## config.mk

```make
export PLATFORM = sky130hd
export DESIGN_NAME = req_arbiter
export DESIGN_NICKNAME = d
export VERILOG_FILES = /design/src/rtl/req_arbiter.sv
export SDC_FILE = /design/constraint.sdc
export NUM_CORES = 1
export LEC_CHECK = 0
export CORE_MARGIN = 2
export CORE_UTILIZATION = 53
export CTS_BUF_LIST = sky130_fd_sc_hd__clkbuf_4 sky130_fd_sc_hd__clkbuf_8 sky130_fd_sc_hd__clkbuf_16
export DETAILED_ROUTE_END_ITERATION = 6
export PLACE_DENSITY = 0.81
export SLEW_MARGIN = 15
export SYNTH_ARGS = -nofsm -noshare
export SYNTH_HDL_FRONTEND = slang
export SYNTH_SLANG_ARGS = --single-unit
```

## constraint.sdc

```tcl
create_clock -name clk -period 4.2 [get_ports clk]
set_input_delay 0.84 -clock clk [delete_from_list [all_inputs] [get_ports clk]]
set_output_delay 0.84 -clock clk [all_outputs]
set_load 0.01 [all_outputs]
```

## src/rtl/req_arbiter.sv

```systemverilog
// rtl/req_arbiter.sv - four-requester round-robin arbiter with hold-time limit
module req_arbiter #(
    parameter int MAX_HOLD = 8
) (
    input  logic       clk,
    input  logic       rst,
    input  logic [3:0] req,
    input  logic [3:0] done,
    output logic [3:0] gnt,
    output logic [1:0] owner,
    output logic       busy,
    output logic       timeout
);

    // Counter only has to reach MAX_HOLD-1 before release, so this width never wraps.
    localparam int HW = (MAX_HOLD < 2) ? 1 : $clog2(MAX_HOLD + 1);
    localparam logic [HW-1:0] HOLD_LAST = HW'(MAX_HOLD - 1);

    typedef enum logic [1:0] {
        S_IDLE    = 2'b00,
        S_GRANT   = 2'b01,
        S_RELEASE = 2'b10
    } state_t;

    state_t          r_state;
    logic [3:0]      r_gnt;
    logic [1:0]      r_owner;
    logic            r_busy;
    logic            r_timeout;
    logic [1:0]      r_ptr;
    logic [HW-1:0]   r_hold;

    state_t          w_state_nxt;
    logic [3:0]      w_gnt_nxt;
    logic [1:0]      w_owner_nxt;
    logic            w_busy_nxt;
    logic            w_timeout_nxt;
    logic [1:0]      w_ptr_nxt;
    logic [HW-1:0]   w_hold_nxt;

    logic            w_any;
    logic [1:0]      w_sel;
    logic            w_done_own;
    logic            w_req_own;
    logic            w_expire;
    logic            w_last;

    // Round-robin pick: first set request scanning upward from the pointer.
    always_comb begin
        w_any = 1'b0;
        w_sel = r_ptr;
        for (int k = 3; k >= 0; k--) begin
            if (req[r_ptr + 2'(k)]) begin
                w_any = 1'b1;
                w_sel = r_ptr + 2'(k);
            end
        end
    end

    assign w_done_own = done[r_owner];
    assign w_req_own  = req[r_owner];
    assign w_expire   = (r_hold == HOLD_LAST);
    assign w_last     = w_done_own | ~w_req_own | w_expire;

    // Next-state and next-output decode; every register defaults to holding.
    always_comb begin
        w_state_nxt   = r_state;
        w_gnt_nxt     = r_gnt;
        w_owner_nxt   = r_owner;
        w_busy_nxt    = r_busy;
        w_timeout_nxt = 1'b0;
        w_ptr_nxt     = r_ptr;
        w_hold_nxt    = r_hold;
        case (r_state)
            S_IDLE: begin
                w_gnt_nxt  = 4'b0000;
                w_busy_nxt = 1'b0;
                if (w_any) begin
                    w_gnt_nxt   = 4'b0001 << w_sel;
                    w_owner_nxt = w_sel;
                    w_busy_nxt  = 1'b1;
                    w_hold_nxt  = '0;
                    w_state_nxt = S_GRANT;
                end
            end
            S_GRANT: begin
                if (w_last) begin
                    w_gnt_nxt     = 4'b0000;
                    w_busy_nxt    = 1'b0;
                    w_ptr_nxt     = r_owner + 2'd1;
                    // Timeout only flags revocation that the owner did not ask for.
                    w_timeout_nxt = w_expire & ~w_done_own & w_req_own;
                    w_state_nxt   = S_RELEASE;
                end else begin
                    w_hold_nxt = r_hold + HW'(1);
                end
            end
            S_RELEASE: begin
                w_gnt_nxt   = 4'b0000;
                w_busy_nxt  = 1'b0;
                w_state_nxt = S_IDLE;
            end
            default: begin
                w_gnt_nxt   = 4'b0000;
                w_owner_nxt = 2'd0;
                w_busy_nxt  = 1'b0;
                w_ptr_nxt   = 2'd0;
                w_hold_nxt  = '0;
                w_state_nxt = S_IDLE;
            end
        endcase
    end

    // State and registered outputs; synchronous active-low reset wins over everything.
    always_ff @(posedge clk) begin
        if (!rst) begin
            r_state   <= S_IDLE;
            r_gnt     <= 4'b0000;
            r_owner   <= 2'd0;
            r_busy    <= 1'b0;
            r_timeout <= 1'b0;
            r_ptr     <= 2'd0;
            r_hold    <= '0;
        end else begin
            r_state   <= w_state_nxt;
            r_gnt     <= w_gnt_nxt;
            r_owner   <= w_owner_nxt;
            r_busy    <= w_busy_nxt;
            r_timeout <= w_timeout_nxt;
            r_ptr     <= w_ptr_nxt;
            r_hold    <= w_hold_nxt;
        end
    end

    assign gnt     = r_gnt;
    assign owner   = r_owner;
    assign busy    = r_busy;
    assign timeout = r_timeout;

endmodule

```

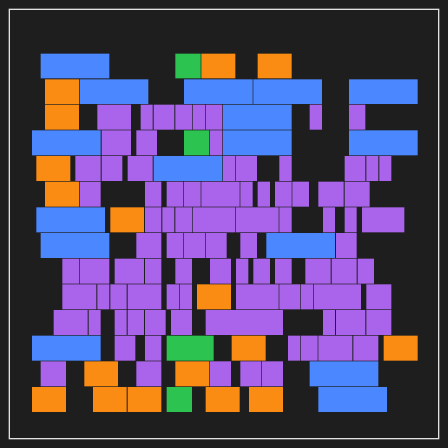
class_map.png
legend:
  registers:
    color: blue
    cells: 16
  remaining buffers and delay cells:
    color: orange
    cells: 17
  clock drivers and dummy loads:
    color: green
    cells: 4
  remaining logic cells:
    color: purple
    cells: 90

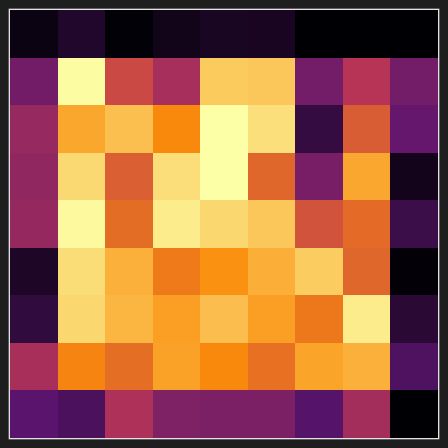
util_map.png
The die is cut into 9 by 9 equal tiles; black is low, pale yellow is high, 0 to 100% covered.
mean over tiles: 54%
nearly empty tiles: 7.4%
densest ninth of the die: center
fullest tile: 100%
tiles over 75% full: 36%

==> impl.org <==
#+TITLE: Flow metrics

** Synth
- For this run, the number of Yosys warnings is 0.
- Area figure in the yosys stat output :: 907.1 sq um
- Fraction of post-synthesis cell area in the top cell type by area :: 35.31%
- Largest area contributor in the netlist :: dfxtp_1
- Mean post-synth cell area :: 8.322 sq um
- Dominant flop cell :: dfxtp_1
- Dominant kind of combinational cell :: simple AND/OR/NAND/NOR gates
- Cell area after synthesis :: 907.1 sq um
- Synth Area in Adders :: 5.517%
- Distinct lib cells :: 38
- Synthesized-area fraction occupied by and/or/nand/nor cells :: 28.14%
- Yosys reported that registers with async set or reset make up 0%.
- Summing the areas of all xor and xnor instances in the mapped netlist gives 0.9655% of the synthesized area.
- The synthesized design contains 0 enable-type register cells.
- Sorting the synthesized cells by area gives the leading types as dfxtp_1 (35%), a21oi_1 (5.5%), ha_1 (5.5%).
- The cell count after synthesis came out at roughly 110.
- Sequential fraction of the synthesis area :: 35.31%
- The number of cells reported by Yosys stat comes to around 110.
- Sorting the synthesis cell report by count puts at the top dfxtp_1.
- Synth cell count leaders :: dfxtp_1 (16), nand2_1 (12), a21oi_1 (10), inv_1 (6), nand2b_1 (6)
- Multiplexer area fraction after synthesis :: 4.690%

** Pwr
- Total power draw :: 0.3780 mW
- Power Sequential :: 0.171 mW
- Switching power :: between 0.1 and 0.15 mW
- Total leakage power :: between 0.4 and 0.5 nW
- Part of the total power dissipated in sequential elements :: a little under half
- Cell internal power dissipation :: 0.2634 mW
- Total power density per cell area :: 336.8 nW/um^2
- Worst voltage drop across the vdd grid :: 0.0002360 V
- Combinational share of power :: 26.8%

** Drt
- Number of vias in the routed layout :: just under 900
- Per the detailed-route log, wirelength across all metal layers totals between 1.5 and 2 mm.
- After the first detailed-routing iteration, the DRC count stood at 27.
- After detailed routing, the number of vias per cell comes to 6.056.
- DRC Markers :: 0
- Antenna Violating Nets Remaining :: 0
- Per the detail_route report, routed wire per instance is 13.78 um.

** Final timing
- The worst path needs 2.702 ns of the cycle, external delays included.
- Total negative setup slack :: 0 ns
- Least-Margin Pin Slew :: 0.6810 ns
- Max-slew violation count :: 0
- Final hold violations :: 0
- Number of endpoints failing setup at the final stage :: 0
- Final Cycle Share :: between 60% and 70%
- Highest clock frequency the design can meet :: 0.3701 GHz
- The worst pin sits at a relative slew slack of 54.18%.

** Placement
- Summed over all nets, the half-perimeter wirelength after detailed placement is 1.459 mm.
- Per the placement log, port buffering inserted 17 buffers.
- At the end of routability-driven placement, the weighted congestion stood at approximately 0.84.

** Finish
- Non-filler instance count after layout :: between 100 and 150
- # nets final :: 142
- For this run, the script counts the antenna cells in the layout as 0.

** GRT
- Via count of the first global-routing pass :: 781
- The first global-routing pass estimated 3.270 mm of wire.
- In the global route stage, overall resource usage came out at 22.08%.
- Number of antenna violations at the first check in global routing :: 0

** Setup path
- Max fanout on the critical path was recorded as 7.
- CP Launch Point :: req[0]
- On the critical path the data arrives at 2.94 ns.
- The setup path with the least slack is of type in2reg.
- The critical path goes through clkdlybuf4s50_1 > nand2b_1 > mux4_2 > nand2b_4 > or4_1 > a31oi_1.
- Capture point of the worst reg-to-reg path :: r_hold[3]$_SDFFE_PN0P_
- Worst reg-to-reg path cell count :: 4
- The OpenROAD report gives the critical path a required time of 4.44 ns.
- Critical-path cell with the highest stage delay :: clkdlybuf4s50_1
- Start of the worst register-to-register path :: owner[1]$_SDFFE_PN0P_
- Critical Path Source Type :: primary input

** Die
- Horiz. Die Dim :: between 40 and 50 um
- In this run the standard cell core region covers 1559 sq um.
- Number of top-level pins :: 18
- Rows :: 14
- The chip occupies 2058 sq um.

** Clocking
- Clock-pin slew was measured on the worst setup and hold paths at 0.11 ns.
- CTS reports a maximum clock tree buffer depth of 2.
- In this run, CTS created clock tree buffers numbering 3.
- Buffers inserted to repair hold after CTS numbered 0.
- Buffers inserted during post-CTS setup optimization :: 0
- TritonCTS built the clock tree.

** Run status
- The run finished with clean final reports.

** Flow run
- Number of logged tool warnings :: 28

** Min path
- Start point of the worst hold path :: gnt[0]$_SDFFE_PN0P_
- Tightest Hold Check Type :: reg2reg
cell usage in the layout (no fill, tap or decap), types with 2 or more instances in the layout:
cell type / count
inv_1: 6
nand2_1: 12
nand2b_1: 6
ha_1: 4
nor2_1: 5
nand3_1: 4
mux2i_1: 2
clkbuf_4: 3
dfxtp_1: 16
a21oi_1: 10
nand3b_1: 4
and2_1: 2
o21ai_0: 4
nor2b_1: 2
clkdlybuf4s50_1: 17
nor3b_1: 2
o22ai_1: 2
o21ai_1: 2
or4_1: 2
nor3_1: 2
metal layers:
| metal | track usage [%] | wire length [um] | vias to the layer above |
|---|---|---|---|
| li1 | - | - | 430 |
| met2 | 36.86 | 999 | 34 |
| met4 | 10.59 | 33 | 0 |
| met1 | 28.11 | 850 | 399 |
| met5 | 0 | 0 | - |
| met3 | 2.778 | 89 | 3 |
per-stage QoR:
step	hold slack [ns]	instance area [sq um]	utilization [%]	setup slack, ns
global placement	0.4423	1086	69.66	1.277
detailed placement	0.4491	1086	69.66	1.209
CTS	0.4624	1122	71.99	1.520
floorplan	0.4427	907.1	-	1.850
finish	0.4623	1122	71.99	1.498
global route	0.4965	1122	71.99	1.396
area by class of cell:
class	count	area (sq um)
clock buffer	4	36.28
fill	132	436.7
inverter	6	22.52
multi-input combinational	84	553.0
sequential	16	320.3
tap	16	20.02
timing repair buffer	17	170.2
critical path: cells and delay by family:
family,cells,cell delay [ns]
and+or+nand+nor,3,0.79
muxes,1,0.53
AOI/OAI and AO/OA,1,0.18
buffers and inverters,1,0.60
state kept, by name, indices dropped and copies added (netlist names):
signal	flops
busy	1
gnt	4
owner	2
r_hold	4
r_ptr	2
r_state	2
timeout	1
Power is estimated from default activity; no workload was simulated.
